$ cat src/rtl/flash_read_responder_if.sv
// Flash-side read bus of the flash read responder: request, stall and read-data return.
// The slave modport is the responder's view; the master modport is the requester's view.
interface flash_read_responder_if;
  logic        flsh_read;
  logic [22:0] flsh_address;
  logic [3:0]  flsh_byteenable;
  logic        flsh_waitrequest;
  logic [31:0] flsh_readdata;
  logic        flsh_readdatavalid;

  modport slave (
    input  flsh_read,
    input  flsh_address,
    input  flsh_byteenable,
    output flsh_waitrequest,
    output flsh_readdata,
    output flsh_readdatavalid
  );

  modport master (
    output flsh_read,
    output flsh_address,
    output flsh_byteenable,
    input  flsh_waitrequest,
    input  flsh_readdata,
    input  flsh_readdatavalid
  );
endinterface

$ cat src/rtl/flash_read_responder.sv
// Queues flash reads in a command FIFO and serves them one at a time from a fixed-latency memory.
// Define FLASH_RESP_THROTTLE_EN to stall the cycle after every accepted read.
module flash_read_responder #(
  parameter int unsigned ACCESS_CYCLES = 3,
  parameter int unsigned FIFO_DEPTH    = 4
) (
  input  logic                        clk,
  input  logic                        rst,
  flash_read_responder_if.slave       flsh,
  output logic                        mem_rd,
  output logic [22:0]                 mem_addr,
  input  logic [31:0]                 mem_rdata,
  output logic [$clog2(FIFO_DEPTH):0] outstanding
);

  localparam int unsigned PtrW = $clog2(FIFO_DEPTH);
  localparam int unsigned CntW = PtrW + 1;

  localparam logic [1:0] StIdle   = 2'd0;
  localparam logic [1:0] StAccess = 2'd1;
  localparam logic [1:0] StReturn = 2'd2;

  // FIFO entry is {address, byteenable}
  logic [26:0]     fifo_mem [FIFO_DEPTH];
  logic [PtrW-1:0] wr_ptr_q, rd_ptr_q;
  logic [CntW-1:0] count_q, count_d;
  logic            full, empty, push, pop, wait_req;

  logic [1:0]      state_q, state_d;
  logic [3:0]      cnt_q, cnt_d;
  logic [3:0]      be_q, be_d;
  logic [22:0]     addr_q, addr_d;
  logic            mem_rd_q, mem_rd_d;
  logic [31:0]     rdata_q, rdata_d, masked;
  logic            rvalid_q, rvalid_d;

  assign full  = (count_q == CntW'(FIFO_DEPTH));
  assign empty = (count_q == '0);

`ifdef FLASH_RESP_THROTTLE_EN
  logic accepted_q;

  always_ff @(posedge clk) begin
    if (rst) begin
      accepted_q <= 1'b0;
    end else begin
      accepted_q <= push;
    end
  end

  assign wait_req = rst | full | accepted_q;
`else
  assign wait_req = rst | full;
`endif

  assign push    = flsh.flsh_read & ~wait_req;
  assign pop     = (state_q == StIdle) & ~empty;
  assign count_d = count_q + CntW'(push) - CntW'(pop);

  always_ff @(posedge clk) begin
    if (rst) begin
      wr_ptr_q <= '0;
      rd_ptr_q <= '0;
      count_q  <= '0;
    end else begin
      if (push) wr_ptr_q <= wr_ptr_q + PtrW'(1);
      if (pop)  rd_ptr_q <= rd_ptr_q + PtrW'(1);
      count_q <= count_d;
    end
  end

  // Storage needs no reset: the count alone decides which entries are live.
  always_ff @(posedge clk) begin
    if (push) fifo_mem[wr_ptr_q] <= {flsh.flsh_address, flsh.flsh_byteenable};
  end

  always_comb begin
    masked = '0;
    for (int i = 0; i < 4; i++) begin
      if (be_q[i]) masked[8*i +: 8] = mem_rdata[8*i +: 8];
    end
  end

  // Memory data becomes valid in the RETURN cycle; it is captured at the end of it so the
  // response shows up in the following idle cycle, overlapping the next pop.
  always_comb begin
    state_d  = state_q;
    cnt_d    = cnt_q;
    be_d     = be_q;
    addr_d   = addr_q;
    mem_rd_d = 1'b0;
    rdata_d  = rdata_q;
    rvalid_d = 1'b0;
    case (state_q)
      StIdle: begin
        if (!empty) begin
          {addr_d, be_d} = fifo_mem[rd_ptr_q];
          mem_rd_d       = 1'b1;
          cnt_d          = 4'(ACCESS_CYCLES);
          state_d        = StAccess;
        end
      end
      StAccess: begin
        cnt_d = cnt_q - 4'd1;
        if (cnt_q == 4'd1) state_d = StReturn;
      end
      StReturn: begin
        rdata_d  = masked;
        rvalid_d = 1'b1;
        state_d  = StIdle;
      end
      default: state_d = StIdle;
    endcase
  end

  always_ff @(posedge clk) begin
    if (rst) begin
      state_q  <= StIdle;
      cnt_q    <= '0;
      be_q     <= '0;
      addr_q   <= '0;
      mem_rd_q <= 1'b0;
      rdata_q  <= '0;
      rvalid_q <= 1'b0;
    end else begin
      state_q  <= state_d;
      cnt_q    <= cnt_d;
      be_q     <= be_d;
      addr_q   <= addr_d;
      mem_rd_q <= mem_rd_d;
      rdata_q  <= rdata_d;
      rvalid_q <= rvalid_d;
    end
  end

  assign mem_rd                  = mem_rd_q;
  assign mem_addr                = addr_q;
  assign flsh.flsh_waitrequest   = wait_req;
  assign flsh.flsh_readdata      = rdata_q;
  assign flsh.flsh_readdatavalid = rvalid_q;
  assign outstanding             = count_q + CntW'(state_q != StIdle);

endmodule
$ cat src/flat_wrapper.sv
// flat-port wrapper written by rule: the top's interface ports become plain ports
module flash_read_responder_flat 
#(
  parameter int unsigned ACCESS_CYCLES = 3,
  parameter int unsigned FIFO_DEPTH    = 4
)
  (clk, rst, mem_rd, mem_addr, mem_rdata, outstanding, flsh_flsh_read, flsh_flsh_address, flsh_flsh_byteenable, flsh_flsh_waitrequest, flsh_flsh_readdata, flsh_flsh_readdatavalid);
  flash_read_responder_if flsh_i ();
  input  logic clk;
  input  logic rst;
  output logic mem_rd;
  output logic [22:0] mem_addr;
  input  logic [31:0] mem_rdata;
  output logic [$clog2(FIFO_DEPTH):0] outstanding;
  input wire logic [$bits(flsh_i.flsh_read)-1:0] flsh_flsh_read;
  input wire logic [$bits(flsh_i.flsh_address)-1:0] flsh_flsh_address;
  input wire logic [$bits(flsh_i.flsh_byteenable)-1:0] flsh_flsh_byteenable;
  output wire logic [$bits(flsh_i.flsh_waitrequest)-1:0] flsh_flsh_waitrequest;
  output wire logic [$bits(flsh_i.flsh_readdata)-1:0] flsh_flsh_readdata;
  output wire logic [$bits(flsh_i.flsh_readdatavalid)-1:0] flsh_flsh_readdatavalid;
  assign flsh_i.flsh_read = flsh_flsh_read;
  assign flsh_i.flsh_address = flsh_flsh_address;
  assign flsh_i.flsh_byteenable = flsh_flsh_byteenable;
  assign flsh_flsh_waitrequest = flsh_i.flsh_waitrequest;
  assign flsh_flsh_readdata = flsh_i.flsh_readdata;
  assign flsh_flsh_readdatavalid = flsh_i.flsh_readdatavalid;
  flash_read_responder #(.ACCESS_CYCLES(ACCESS_CYCLES), .FIFO_DEPTH(FIFO_DEPTH)) u_core (.clk(clk), .rst(rst), .flsh(flsh_i), .mem_rd(mem_rd), .mem_addr(mem_addr), .mem_rdata(mem_rdata), .outstanding(outstanding));
endmodule
$ cat config.mk
export PLATFORM = sky130hd
export DESIGN_NAME = flash_read_responder_flat
export DESIGN_NICKNAME = d
export VERILOG_FILES = /design/src/rtl/flash_read_responder_if.sv /design/src/rtl/flash_read_responder.sv /design/src/flat_wrapper.sv
export SDC_FILE = /design/constraint.sdc
export NUM_CORES = 1
export LEC_CHECK = 0
export ABC_CLOCK_PERIOD_IN_PS = 5850
export CORE_ASPECT_RATIO = 1.1
export CORE_MARGIN = 10
export CORE_UTILIZATION = 65
export DETAILED_ROUTE_END_ITERATION = 16
export DONT_BUFFER_PORTS = 1
export MAX_ROUTING_LAYER = met4
export PLACE_DENSITY = 0.83
export SLEW_MARGIN = 20
export SYNTH_ARGS = -nofsm -noshare
export SYNTH_HDL_FRONTEND = slang
export SYNTH_SLANG_ARGS = --single-unit
$ cat constraint.sdc
create_clock -name clk -period 5.85 [get_ports clk]
set_clock_uncertainty 0.15 [all_clocks]
set_input_delay 0.585 -clock clk [delete_from_list [all_inputs] [get_ports clk]]
set_output_delay 0.585 -clock clk [all_outputs]
set_load 0.05 [all_outputs]
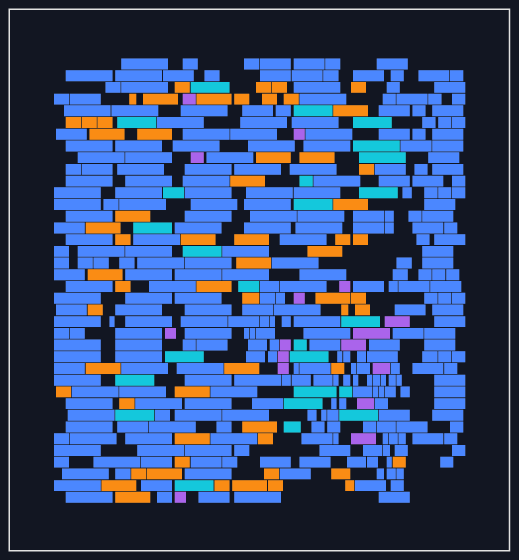
run_1/sizing.png
color	size	cells	most used
blue	x1 and smaller	308	edfxtp_1
purple	x3 and x4	16	buf_4
cyan	x6 and larger	25	clkbuf_16
orange	x2	60	mux4_2
setup slack after layout: 2640 ps
area grow syn2layout: 14.7%
Final Cell Area: 0.00753 mm2
Non-clock buffers: 34

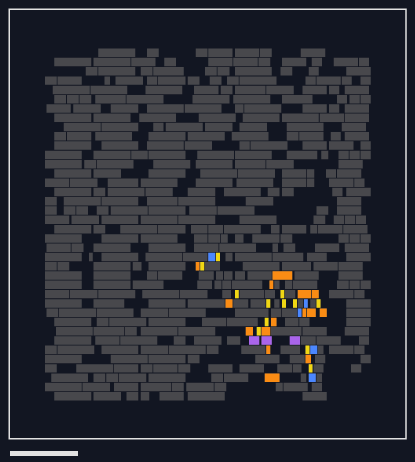
run_1/gates.png
Bar = 20 um.
color	family	cells	most used
blue	nand cells	5	nand2b_1
yellow	inv cells	12	inv_1
orange	nor cells	15	nor2_1
purple	xor and xnor cells	3	xnor2_1
Commonest Layout Cell: edfxtp_1
Comb/total area: 22.3%
final std cells w/o fill: 529

==> results.sh, run 1 <==
# flow metrics
export IMPL_clockBufferDepth=2
export IMPL_power_leakage_uw=0.00263
export IMPL_diodes=0
export IMPL_path_cells="nor2_4 -> inv_1 -> ha_1 -> ha_1 -> xor2_1"
export IMPL_r2r_setup_slack_ps=3340
export IMPL_whs_ps=32.3
export IMPL_fin_crit_ps=3210
export IMPL_met2_length_mm=6.67
export IMPL_clock_fmax_mhz=312
export IMPL_core_mm2=0.00989
export IMPL_critPathMaxStageDelay_ps=840
export IMPL_grt_busiest_layer="met2"
export IMPL_yosys_cells=363
export IMPL_die_w_um=116
export IMPL_crit_family="XOR/XNOR gates"
export IMPL_clkCellAreaFrac_pct=7.69
export IMPL_crit_slowest_cell="xor2_1"
export IMPL_enable_flop_cells=108
export IMPL_startpoint_type="flop"
export IMPL_largestClassByArea="registers"
export IMPL_outcome="completed"
export IMPL_nWellTaps=120
export IMPL_final_nets=469
export IMPL_critical_path_startpoint="u_core.state_q[1]$_SDFFE_PP0P_"
export IMPL_synthAoiAreaFrac_pct=10.0
export IMPL_hold_end="u_core.flsh.flsh_readdata[18]$_SDFFE_PP0P_"
export IMPL_simple_gate_share_pct=3.26
export IMPL_arrival_ps=2470
export IMPL_highest_layer="met4"
export IMPL_cts_resized=0
export IMPL_drt_iter0_drc=261
export IMPL_largest_reg_flops=108
export IMPL_dp_hpwl_mm=8.07
export IMPL_rsz0062_at_grt="false"
export IMPL_drc=0
export IMPL_path_buffers=1
export IMPL_globalplace_congestion=0.763
export IMPL_yosysWarnings=0
export IMPL_cts_buffers=17
export IMPL_cts_clk_slew_worst_paths_ps=60
export IMPL_first_pass_iters=4
export IMPL_htreeDepth=4
export IMPL_warnings=30
export IMPL_r2r_end="u_core.count_q[2]$_SDFF_PP0_"
export IMPL_ys_seq_share_pct=72.0
export IMPL_grt_pass1_wl_mm=20.2
export IMPL_nFillCells=556
export IMPL_grt_overflow=0
export IMPL_fp_row_count=38
export IMPL_xor_area_share_pct=0.400
export IMPL_fp_utilization_pct=66.4
export IMPL_yosys_register_bits=182
export IMPL_cp_required_ps=5120
export IMPL_vdd_ir_drop_max_mv=0.317
export IMPL_drive_gt1_share_pct=24.7
export IMPL_setup_viol=0
export IMPL_top_power_group="sequential cells"
export IMPL_lay_top_cells="108 x edfxtp_1, 73 x dfxtp_1, 33 x a22o_1"
export IMPL_numPortBuffers=0
export IMPL_grt_max_degree=33
export IMPL_netlist_area_mm2=0.00657
export IMPL_synth_top_cell_area_share_pct=49.4
export IMPL_die_area_mm2=0.0145
export IMPL_synthArstFlopShare_pct=0
export IMPL_synthCells=363
export IMPL_cts_root_buffer="clkbuf_8"
export IMPL_wl_per_cell_um=24.4
export IMPL_yosys_area_top_type="edfxtp_1"
export IMPL_intPower_uw=2520
export IMPL_wirelength_mm=12.9
export IMPL_path_depth=5
export IMPL_synth_area_per_cell_um2=18.1
export IMPL_setup_tns_ps=0
export IMPL_cp_max_fo=6
export IMPL_pwr_share_seq_pct=52.1
export IMPL_ys_area_mm2=0.00657
export IMPL_cts_sinks=182
export IMPL_buf_share_pct=4.59
export IMPL_grt_pass1_vias=3560
export IMPL_switching_share_pct=33.4
export IMPL_seq_cells=182
export IMPL_dp_slack_ps=3190
export IMPL_ys_sh_mux_pct=9.58
export IMPL_ff2ff_path_depth=10
export IMPL_comb_area_mm2=0.00168
export IMPL_yosys_top_cells_area="edfxtp_1 49%, dfxtp_1 23%, mux4_2 9.3%"
export IMPL_tritoncts="done"
export IMPL_cts_setup_buffers=0
export IMPL_crit_top_cell="ha_1"
export IMPL_min_delay_start="mem_rdata[18]"
export IMPL_n_clock_buffer=19
export IMPL_tightestPinTransition_ps=1070
export IMPL_syn_nets=436
export IMPL_ys_types=38
export IMPL_inv_count=12
export IMPL_p_seq_uw=1970
export IMPL_wl_met3_mm=1.22
export IMPL_cp_end_kind="output pin"
export IMPL_hold_class="input port to flop"
export IMPL_seq_share_pct=62.8
export IMPL_common_cells="108 x edfxtp_1, 74 x dfxtp_1, 33 x a22o_1"
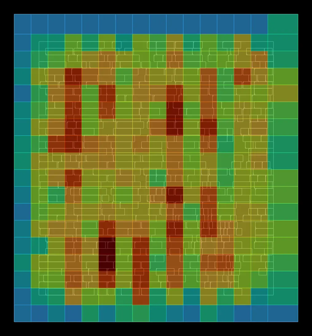
run_1/congestion_map.png
global routing usage on met2: 29.8%
met3 Resource Use GR: 6.79%
Final Core Density: 76.2%
Global Route Usage Sum: 18.8%
met1 usage: 21.4%

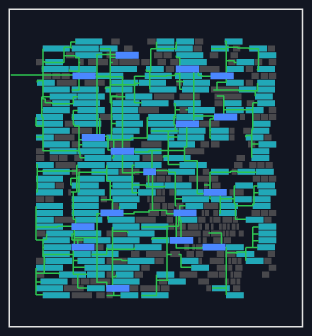
run_1/clock_wires.png
[green] clock wires | length: 1680 um
[cyan] flip-flops | count: 182
[blue] clock-net drivers | count: 17
routed clock nets	18
P_clk: 1090 uW
clk latency late pin: 520 ps
clock power share: 28.8%

run_1/m3.png
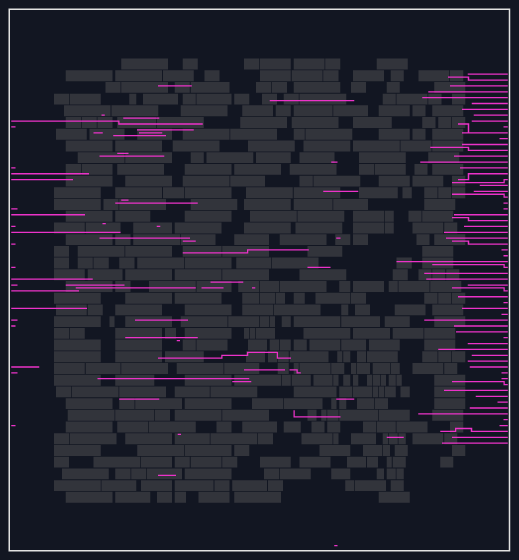

==> inputs of run 2 (changes only) <==
- ABC_CLOCK_PERIOD_IN_PS: 5850 -> 3120
- CORE_UTILIZATION: 65 -> 62
- PLACE_DENSITY: 0.83 -> 0.8
- clock period: 5.85 -> 3.12 ns (I/O delays scaled with it)
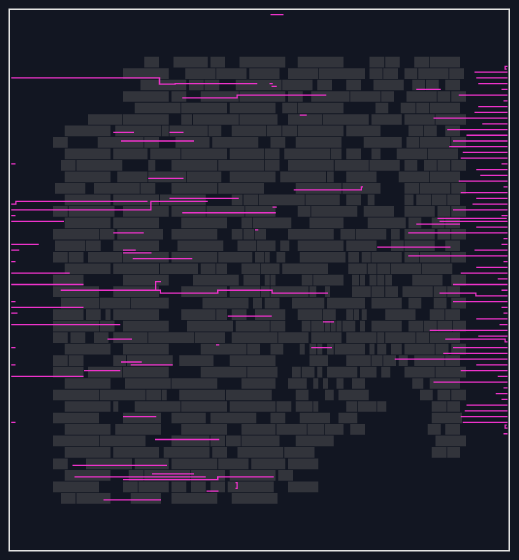
run_2/m3.png
wire length on this layer	1250 um
nets with wire on the layer	107
main direction	horizontal
Detailed Route WL: 14.2 mm
Via Count: 3544
met3 Resource Use GR: 8.11%

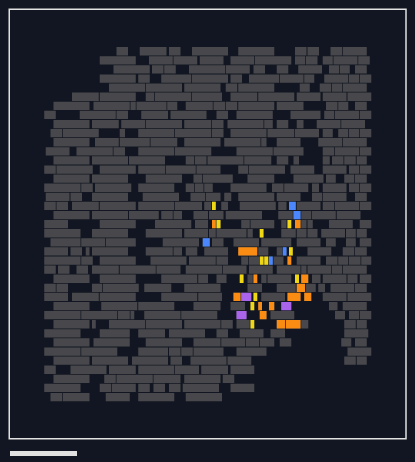
run_2/gates.png
Bar = 20 um.
color	family	cells	most used
purple	xor and xnor cells	3	xnor2_1
yellow	inv cells	12	inv_1
blue	nand cells	5	nand2b_1
orange	nor cells	15	nor2_1
Comb/total area: 21.3%
final std cells w/o fill: 590

==> results.sh, run 2 <==
# flow metrics
export IMPL_enable_flop_cells=108
export IMPL_comb_area_mm2=0.00168
export IMPL_cts_clk_slew_worst_paths_ps=60
export IMPL_grt_usage_pct=19.7
export IMPL_path_depth=10
export IMPL_dp_slack_ps=639
export IMPL_syn2layout_area_growth_pct=19.9
export IMPL_yosys_top_cells_area="edfxtp_1 49%, dfxtp_1 23%, mux4_2 9.3%"
export IMPL_common_cells="108 x edfxtp_1, 74 x dfxtp_1, 33 x a22o_1"
export IMPL_r2r_setup_slack_ps=590
export IMPL_final_cell_area_mm2=0.00787
export IMPL_grt_max_degree=33
export IMPL_netlist_area_mm2=0.00657
export IMPL_grtUsageMet1_pct=23.0
export IMPL_grt_busiest_layer="met2"
export IMPL_path_cells="or3_4 -> nand2_1 -> inv_1 -> ha_1 -> inv_1 -> ha_1 -> fa_1 -> xnor2_1 -> xnor2_1 -> nor2_1"
export IMPL_n_clock_buffer=21
export IMPL_rsz0062_at_grt="false"
export IMPL_grt_pass1_wl_mm=22.3
export IMPL_die_w_um=118
export IMPL_pwr_share_seq_pct=52.4
export IMPL_drive_gt1_share_pct=23.5
export IMPL_period_used_pct=81.1
export IMPL_r2r_end="u_core.count_q[2]$_SDFF_PP0_"
export IMPL_yosys_area_top_type="edfxtp_1"
export IMPL_fp_row_count=39
export IMPL_clockBufferDepth=2
export IMPL_nFillCells=566
export IMPL_hold_end="u_core.rd_ptr_q[1]$_SDFFE_PP0P_"
export IMPL_die_area_mm2=0.0151
export IMPL_synth_logic_top_family="AND-OR/OR-AND gates"
export IMPL_fin_util_pct=75.8
export IMPL_first_pass_iters=4
export IMPL_dp_hpwl_mm=8.31
export IMPL_critPathMaxStageDelay_ps=440
export IMPL_cp_end_kind="flop"
export IMPL_nWellTaps=143
export IMPL_fp_utilization_pct=63.2
export IMPL_final_nets=507
export IMPL_yosys_cells=363
export IMPL_setup_viol=0
export IMPL_syn_nets=436
export IMPL_startpoint_type="flop"
export IMPL_setup_tns_ps=0
export IMPL_seq_cells=182
export IMPL_synth_top_cell_area_share_pct=49.4
export IMPL_cp_required_ps=3260
export IMPL_p_clk_share_pct=27.9
export IMPL_crit_slowest_cell="or3_4"
export IMPL_tightestPinTransition_ps=980
export IMPL_switching_share_pct=33.8
export IMPL_min_delay_start="rst"
export IMPL_ys_sh_mux_pct=9.58
export IMPL_synthAoiAreaFrac_pct=10.0
export IMPL_largestClassByArea="registers"
export IMPL_tritoncts="done"
export IMPL_ys_area_mm2=0.00657
export IMPL_crit_family="adder cells"
export IMPL_buf_share_pct=8.77
export IMPL_ys_seq_share_pct=72.0
export IMPL_yosys_register_bits=182
export IMPL_p_seq_uw=3720
export IMPL_cts_setup_buffers=0
export IMPL_yosysWarnings=0
export IMPL_arrival_ps=2670
export IMPL_seq_share_pct=60.0
export IMPL_lay_top_cells="108 x edfxtp_1, 73 x dfxtp_1, 60 x dlygate4sd3_1"
export IMPL_whs_ps=29.1
export IMPL_warnings=30
export IMPL_path_buffers=2
export IMPL_hold_class="input port to flop"
export IMPL_synthCells=363
export IMPL_wl_per_cell_um=24.1
export IMPL_drt_iter0_drc=369
export IMPL_inv_count=12
export IMPL_met2_usage_pct=31.2
export IMPL_htreeDepth=4
export IMPL_numPortBuffers=0
export IMPL_outcome="completed"
export IMPL_drc=0
export IMPL_diodes=0
export IMPL_p_switching_uw=2400
export IMPL_ys_types=38
export IMPL_power_leakage_uw=0.00279
export IMPL_final_common_cell="edfxtp_1"
export IMPL_cts_resized=0
export IMPL_met2_length_mm=7.16
export IMPL_vdd_ir_drop_max_mv=0.955
export IMPL_top_power_group="sequential cells"
export IMPL_grt_overflow=0
export IMPL_globalplace_congestion=0.775
export IMPL_insertion_delay_ps=420
export IMPL_intPower_uw=4700
export IMPL_cts_buffers=17
export IMPL_fin_crit_ps=2530
export IMPL_cp_max_fo=5
export IMPL_simple_gate_share_pct=3.26
export IMPL_pwr_group_clock_uw=1980
export IMPL_core_mm2=0.0104
export IMPL_grt_pass1_vias=3811
export IMPL_wl_met3_mm=1.25
export IMPL_critical_path_startpoint="u_core.count_q[2]$_SDFF_PP0_"
export IMPL_highest_layer="met4"
export IMPL_synth_area_per_cell_um2=18.1
export IMPL_nNonClkBuffers=72
export IMPL_cts_sinks=182
export IMPL_synthArstFlopShare_pct=0
export IMPL_clock_fmax_mhz=395
export IMPL_largest_reg_flops=108
export IMPL_finalHoldViolCount=0
export IMPL_setup_slack_ps=590
export IMPL_ff2ff_path_depth=10
export IMPL_cts_root_buffer="clkbuf_16"
export IMPL_clkCellAreaFrac_pct=7.09
export IMPL_xor_area_share_pct=0.400
run_2/clock_wires.png
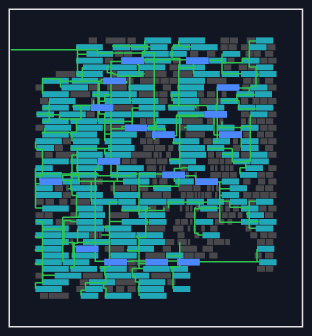

==> inputs of run 3 (changes only) <==
- ABC_CLOCK_PERIOD_IN_PS: 3120 -> 2350
- clock period: 3.12 -> 2.35 ns (I/O delays scaled with it)
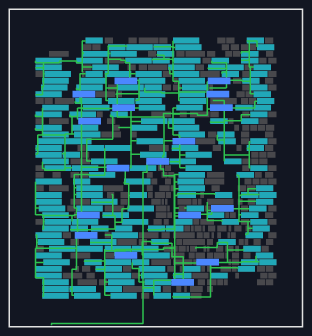
run_3/clock_wires.png
[cyan] flip-flops | count: 182
[green] clock wires | length: 1690 um
[blue] clock-net drivers | count: 17
routed clock nets	18
flops lie	widely spread
clk latency late pin: 420 ps
clock power share: 28.1%
P_clk: 2730 uW

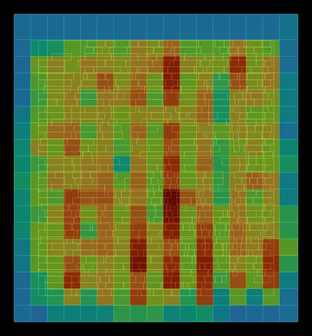
run_3/congestion_map.png
global routing usage on met2: 29.6%
Routed WL per cell: 22.1 um
Global Route Usage Sum: 18.5%
most used routing layer: met2

==> results.sh, run 3 <==
# flow metrics
export IMPL_ff2ff_path_depth=10
export IMPL_synth_logic_top_family="AND-OR/OR-AND gates"
export IMPL_yosysWarnings=0
export IMPL_fp_utilization_pct=63.2
export IMPL_yosys_register_bits=182
export IMPL_rsz0062_at_grt="true"
export IMPL_tritoncts="done"
export IMPL_diodes=0
export IMPL_core_mm2=0.0104
export IMPL_die_area_mm2=0.0151
export IMPL_xor_area_share_pct=0.400
export IMPL_yosys_cells=363
export IMPL_grtUsageMet1_pct=21.8
export IMPL_top_power_group="sequential cells"
export IMPL_ys_area_mm2=0.00657
export IMPL_buf_share_pct=9.60
export IMPL_arrival_ps=2440
export IMPL_htreeDepth=4
export IMPL_drive_gt1_share_pct=27.4
export IMPL_clock_fmax_mhz=430
export IMPL_switching_share_pct=33.2
export IMPL_nNonClkBuffers=81
export IMPL_synthCells=363
export IMPL_pwr_share_seq_pct=49.7
export IMPL_grt_use_met3_pct=5.46
export IMPL_synth_area_per_cell_um2=18.1
export IMPL_enable_flop_cells=108
export IMPL_numPortBuffers=0
export IMPL_cp_end_kind="flop"
export IMPL_dp_slack_ps=-16.8
export IMPL_grt_pass1_vias=3706
export IMPL_critPathMaxStageDelay_ps=400
export IMPL_drc=0
export IMPL_hold_end="u_core.wr_ptr_q[0]$_SDFFE_PP0P_"
export IMPL_critical_path_startpoint="u_core.count_q[2]$_SDFF_PP0_"
export IMPL_dp_hpwl_mm=8.18
export IMPL_min_delay_start="flsh_flsh_read"
export IMPL_setup_tns_ps=0
export IMPL_largestClassByArea="registers"
export IMPL_finalHoldViolCount=0
export IMPL_netlist_area_mm2=0.00657
export IMPL_ys_sh_mux_pct=9.58
export IMPL_met2_length_mm=6.71
export IMPL_hold_class="input port to flop"
export IMPL_nFillCells=569
export IMPL_outcome="completed"
export IMPL_clockBufferDepth=2
export IMPL_r2r_end="u_core.count_q[2]$_SDFF_PP0_"
export IMPL_synth_top_cell_area_share_pct=49.4
export IMPL_nWellTaps=143
export IMPL_tightestPinTransition_ps=731
export IMPL_p_seq_uw=4820
export IMPL_num_vias=3506
export IMPL_simple_gate_share_pct=3.26
export IMPL_seq_share_pct=58.9
export IMPL_final_cells=599
export IMPL_cts_clk_slew_worst_paths_ps=60
export IMPL_die_w_um=118
export IMPL_inv_count=12
export IMPL_fin_util_pct=77.2
export IMPL_cts_root_buffer="clkbuf_16"
export IMPL_lay_top_cells="108 x edfxtp_1, 71 x dfxtp_1, 60 x dlygate4sd3_1"
export IMPL_highest_layer="met4"
export IMPL_path_cells="or3_4 -> nand2_4 -> inv_2 -> ha_4 -> inv_2 -> ha_4 -> fa_2 -> xnor2_2 -> xnor2_1 -> nor2_1"
export IMPL_cts_buffers=17
export IMPL_cts_setup_buffers=0
export IMPL_largest_reg_flops=108
export IMPL_fin_crit_ps=2320
export IMPL_grt_pass1_wl_mm=21.1
No activity file was given, so power comes from the tool's default toggle rates.
